[src/rtl/pc_redirect_unit_pkg.sv]
// Shared definitions for the PC redirect slice: FSM encoding, reset PC
// default and the width of the statistics counters.
package pc_redirect_unit_pkg;

    localparam logic [1:0] ST_RUN_ENC   = 2'd0;
    localparam logic [1:0] ST_HOLD_ENC  = 2'd1;
    localparam logic [1:0] ST_FLUSH_ENC = 2'd2;
    localparam logic [1:0] ST_HALT_ENC  = 2'd3;

    typedef enum logic [1:0] {
        ST_RUN   = ST_RUN_ENC,
        ST_HOLD  = ST_HOLD_ENC,
        ST_FLUSH = ST_FLUSH_ENC,
        ST_HALT  = ST_HALT_ENC
    } state_e;

    localparam logic [31:0] DEFAULT_RESET_PC = 32'h0000_0000;

    localparam int              CNT_W   = 16;
    localparam logic [CNT_W-1:0] CNT_MAX = '1;

endpackage

[src/rtl/sat_counter16.sv]
// Enable-driven event counter that sticks at its maximum value instead of
// wrapping; shared by the redirect and branch statistics.
module sat_counter16
    import pc_redirect_unit_pkg::*;
(
    input  logic             clk,
    input  logic             clr_n,
    input  logic             en,
    output logic [CNT_W-1:0] count
);

    logic [CNT_W-1:0] cnt_q;
    logic [CNT_W-1:0] cnt_d;

    always_comb begin
        cnt_d = cnt_q;
        if (en && (cnt_q != CNT_MAX)) begin
            cnt_d = cnt_q + 1'b1;
        end
    end

    always_ff @(posedge clk or negedge clr_n) begin
        if (!clr_n) begin
            cnt_q <= '0;
        end else begin
            cnt_q <= cnt_d;
        end
    end

    assign count = cnt_q;

endmodule

[src/rtl/pc_redirect_unit.sv]
// Architectural PC register: applies next-PC updates under stall control,
// defers stalled redirects, opens an IF/ID flush window and counts redirects.
module pc_redirect_unit
    import pc_redirect_unit_pkg::*;
#(
    parameter logic [31:0] RESET_PC    = DEFAULT_RESET_PC,
    parameter int          FLUSH_DEPTH = 1
) (
    input  logic             clk,
    input  logic             rst_n,
    input  logic             pcen,
    input  logic [31:0]      npc_in,
    input  logic             redirect,
    input  logic             halt_req,
    output logic [31:0]      pc,
    output logic             if_flush,
    output logic             halted,
    output logic [CNT_W-1:0] redir_cnt,
    output logic             redir_pending
);

    localparam logic [1:0] FLUSH_INIT = 2'(FLUSH_DEPTH);

    state_e      state_q, state_d;
    logic [31:0] pc_q, pc_d;
    logic [31:0] pend_q, pend_d;
    logic        pending_q, pending_d;
    logic        if_flush_q, if_flush_d;
    logic        halted_q, halted_d;
    logic [1:0]  flush_cnt_q, flush_cnt_d;
    logic        redir_apply;

    // Redirect and halt are only looked at in RUN/HOLD, so the flush window
    // naturally masks them while the ID instruction is being squashed.
    always_comb begin
        state_d     = state_q;
        pc_d        = pc_q;
        pend_d      = pend_q;
        pending_d   = pending_q;
        if_flush_d  = if_flush_q;
        halted_d    = halted_q;
        flush_cnt_d = flush_cnt_q;
        redir_apply = 1'b0;
        case (state_q)
            ST_RUN: begin
                if (pcen && halt_req) begin
                    halted_d = 1'b1;
                    state_d  = ST_HALT;
                end else if (pcen && redirect) begin
                    pc_d        = npc_in;
                    flush_cnt_d = FLUSH_INIT;
                    if_flush_d  = 1'b1;
                    redir_apply = 1'b1;
                    state_d     = ST_FLUSH;
                end else if (redirect) begin
                    pend_d    = npc_in;
                    pending_d = 1'b1;
                    state_d   = ST_HOLD;
                end else if (pcen) begin
                    pc_d = npc_in;
                end
            end
            ST_HOLD: begin
                if (pcen) begin
                    pc_d        = pend_q;
                    pending_d   = 1'b0;
                    flush_cnt_d = FLUSH_INIT;
                    if_flush_d  = 1'b1;
                    redir_apply = 1'b1;
                    state_d     = ST_FLUSH;
                end else if (redirect) begin
                    pend_d = npc_in;
                end
            end
            ST_FLUSH: begin
                if (pcen) begin
                    pc_d = npc_in;
                end
                flush_cnt_d = flush_cnt_q - 2'd1;
                if (flush_cnt_d == 2'd0) begin
                    if_flush_d = 1'b0;
                    state_d    = ST_RUN;
                end
            end
            default: begin
            end
        endcase
    end

    always_ff @(posedge clk or negedge rst_n) begin
        if (!rst_n) begin
            state_q     <= ST_RUN;
            pc_q        <= RESET_PC;
            pend_q      <= '0;
            pending_q   <= 1'b0;
            if_flush_q  <= 1'b0;
            halted_q    <= 1'b0;
            flush_cnt_q <= '0;
        end else begin
            state_q     <= state_d;
            pc_q        <= pc_d;
            pend_q      <= pend_d;
            pending_q   <= pending_d;
            if_flush_q  <= if_flush_d;
            halted_q    <= halted_d;
            flush_cnt_q <= flush_cnt_d;
        end
    end

    sat_counter16 u_redir_cnt (
        .clk   (clk),
        .clr_n (rst_n),
        .en    (redir_apply),
        .count (redir_cnt)
    );

    assign pc            = pc_q;
    assign if_flush      = if_flush_q;
    assign halted        = halted_q;
    assign redir_pending = pending_q;

endmodule

[config.mk]
export PLATFORM = sky130hd
export DESIGN_NAME = pc_redirect_unit
export DESIGN_NICKNAME = d
export VERILOG_FILES = /design/src/rtl/pc_redirect_unit_pkg.sv /design/src/rtl/sat_counter16.sv /design/src/rtl/pc_redirect_unit.sv
export SDC_FILE = /design/constraint.sdc
export NUM_CORES = 1
export LEC_CHECK = 0
export ABC_AREA = 1
export ABC_CLOCK_PERIOD_IN_PS = 2900
export CORE_UTILIZATION = 35
export CTS_CLUSTER_DIAMETER = 150
export DETAILED_ROUTE_END_ITERATION = 10
export PLACE_DENSITY = 0.66
export SLEW_MARGIN = 20
export SYNTH_ARGS = -nofsm -noshare
export SYNTH_HDL_FRONTEND = slang
export SYNTH_SLANG_ARGS = --single-unit
[constraint.sdc]
create_clock -name clk -period 2.9 [get_ports clk]
set_input_delay 0.58 -clock clk [delete_from_list [all_inputs] [get_ports clk]]
set_output_delay 0.58 -clock clk [all_outputs]
set_load 0.01 [all_outputs]
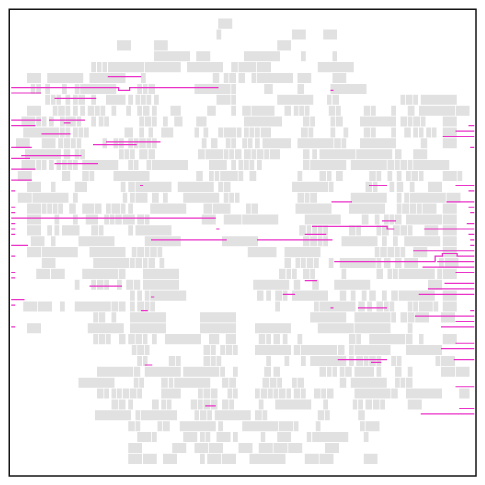
**Above:** met3 routing.
Scale: 4 px per µm. Cells faint in the background.
The layer carries 578 µm of wire. The longest straight run is 50.8 µm. 73 nets have wire on it.
via count: 4180
GRT met3 Usage: 3.736%
routed wire length: 10740 µm

==> reports/qor.csv <==
metric;value;unit
crit path DRT;2.32;ns
Insertion Delay late pin;0.33;ns
total track usage;17.45;%
largest net degree at the start of global routing;65;
Mapped Nets;671;
Die Footprint;13520;µm²
DRT antenna net count;0;
Largest stage delay, worst path;0.59;ns
worst r2r src;state_q[1];
DR pass1 iterations;5;
Nets;748;
status;finished, final reports clean;
PostCTS Resize Cnt;0;
Startpoint Class;register;
Hold Buf Count CTS;0;
Die Span Y;116.3;µm
cells on worst reg2reg path;9;
Placement Rows;41;
Final setup viols;0;
CP Max Fanout;7;
P_leak;0.002711;µW
Total Power;5610;µW
Sequential Power Share;37.2;%
Flops after synth;87;
Top-Level Pins;88;
htree depth;3;
vias per inst;4.745;
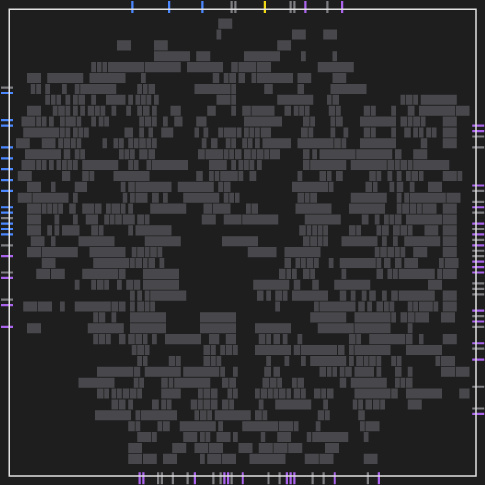
**Above:** pin placement.
Scale: 4 px per µm. Pins as bars across the die edge, other pins in gray.
redir_cnt: marked blue, pins 16, direction output, edge 13 west, 3 north. redirect: marked yellow, pins 1, direction input, edge north. pc: marked purple, pins 32, direction output, edge 15 east, 11 south, 4 west, 2 north.
All pins by edge: 32 east, 23 south, 22 west, 11 north.

[layer usage]
layer  global-route usage, %  up-vias  wire [µm]
li1                        -     2118          -
met1                   22.12     1945       5017
met2                   29.15      106       4983
met3                   3.736       11        578
met4                   6.581        0        164
met5                       0        -          0
[power by group through the flow]
stage,Combinational [µW],Sequential [µW],Clock [µW]
after floorplan,1380,2130,0
after global placement,2380,2080,0
after detailed placement,2470,2100,0
after CTS,2480,2080,1120
after global routing,2810,2150,1170
final,2440,2090,1090
[kinds of logic after synthesis]
group	share of synthesized area, %
AND-OR/OR-AND	17.08
buffers and inverters	10.07
AND/OR/NAND/NOR	22.36
adder cells (fa/ha/maj)	1.916
XOR/XNOR	0.9580
flip-flops	47.62
[cell type report]
| cell class | instances | area, µm² |
|---|---|---|
| inverters | 89 | 334.1 |
| diodes | 1 | 2.502 |
| repair buffers | 94 | 940.9 |
| clock buffers | 15 | 277.8 |
| well taps | 172 | 215.2 |
| fillers | 1254 | 6775 |
| multi-input cells | 423 | 1948 |
| flip-flops and latches | 87 | 2177 |
[how the worst max path moves through the flow]
stage | endpoint | slack (ns) | cells after the start
6_report | redir_cnt[2] | 0.93 | 1
5_1_grt | pc[19] | 0.67 | 9
4_1_cts | pc[29] | 0.91 | 9
3_5_place_dp | pend_q[28] | 0.64 | 7
3_3_place_gp | pend_q[8] | 0.72 | 7
2_1_floorplan | pc[29] | 1.22 | 8
[synthesized netlist by cell type, types with 2 or more instances]
library cell	count
buf_1	3
buf_2	8
clkbuf_1	15
dfrtp_1	87
ha_1	7
inv_1	88
nand2_1	217
nand3_1	10
nand4_1	3
nor2_1	21
nor2_2	3
o21ai_0	144
o21ai_1	3
xnor2_1	3
xor2_1	2
No activity file was given, so power comes from the tool's default toggle rates.
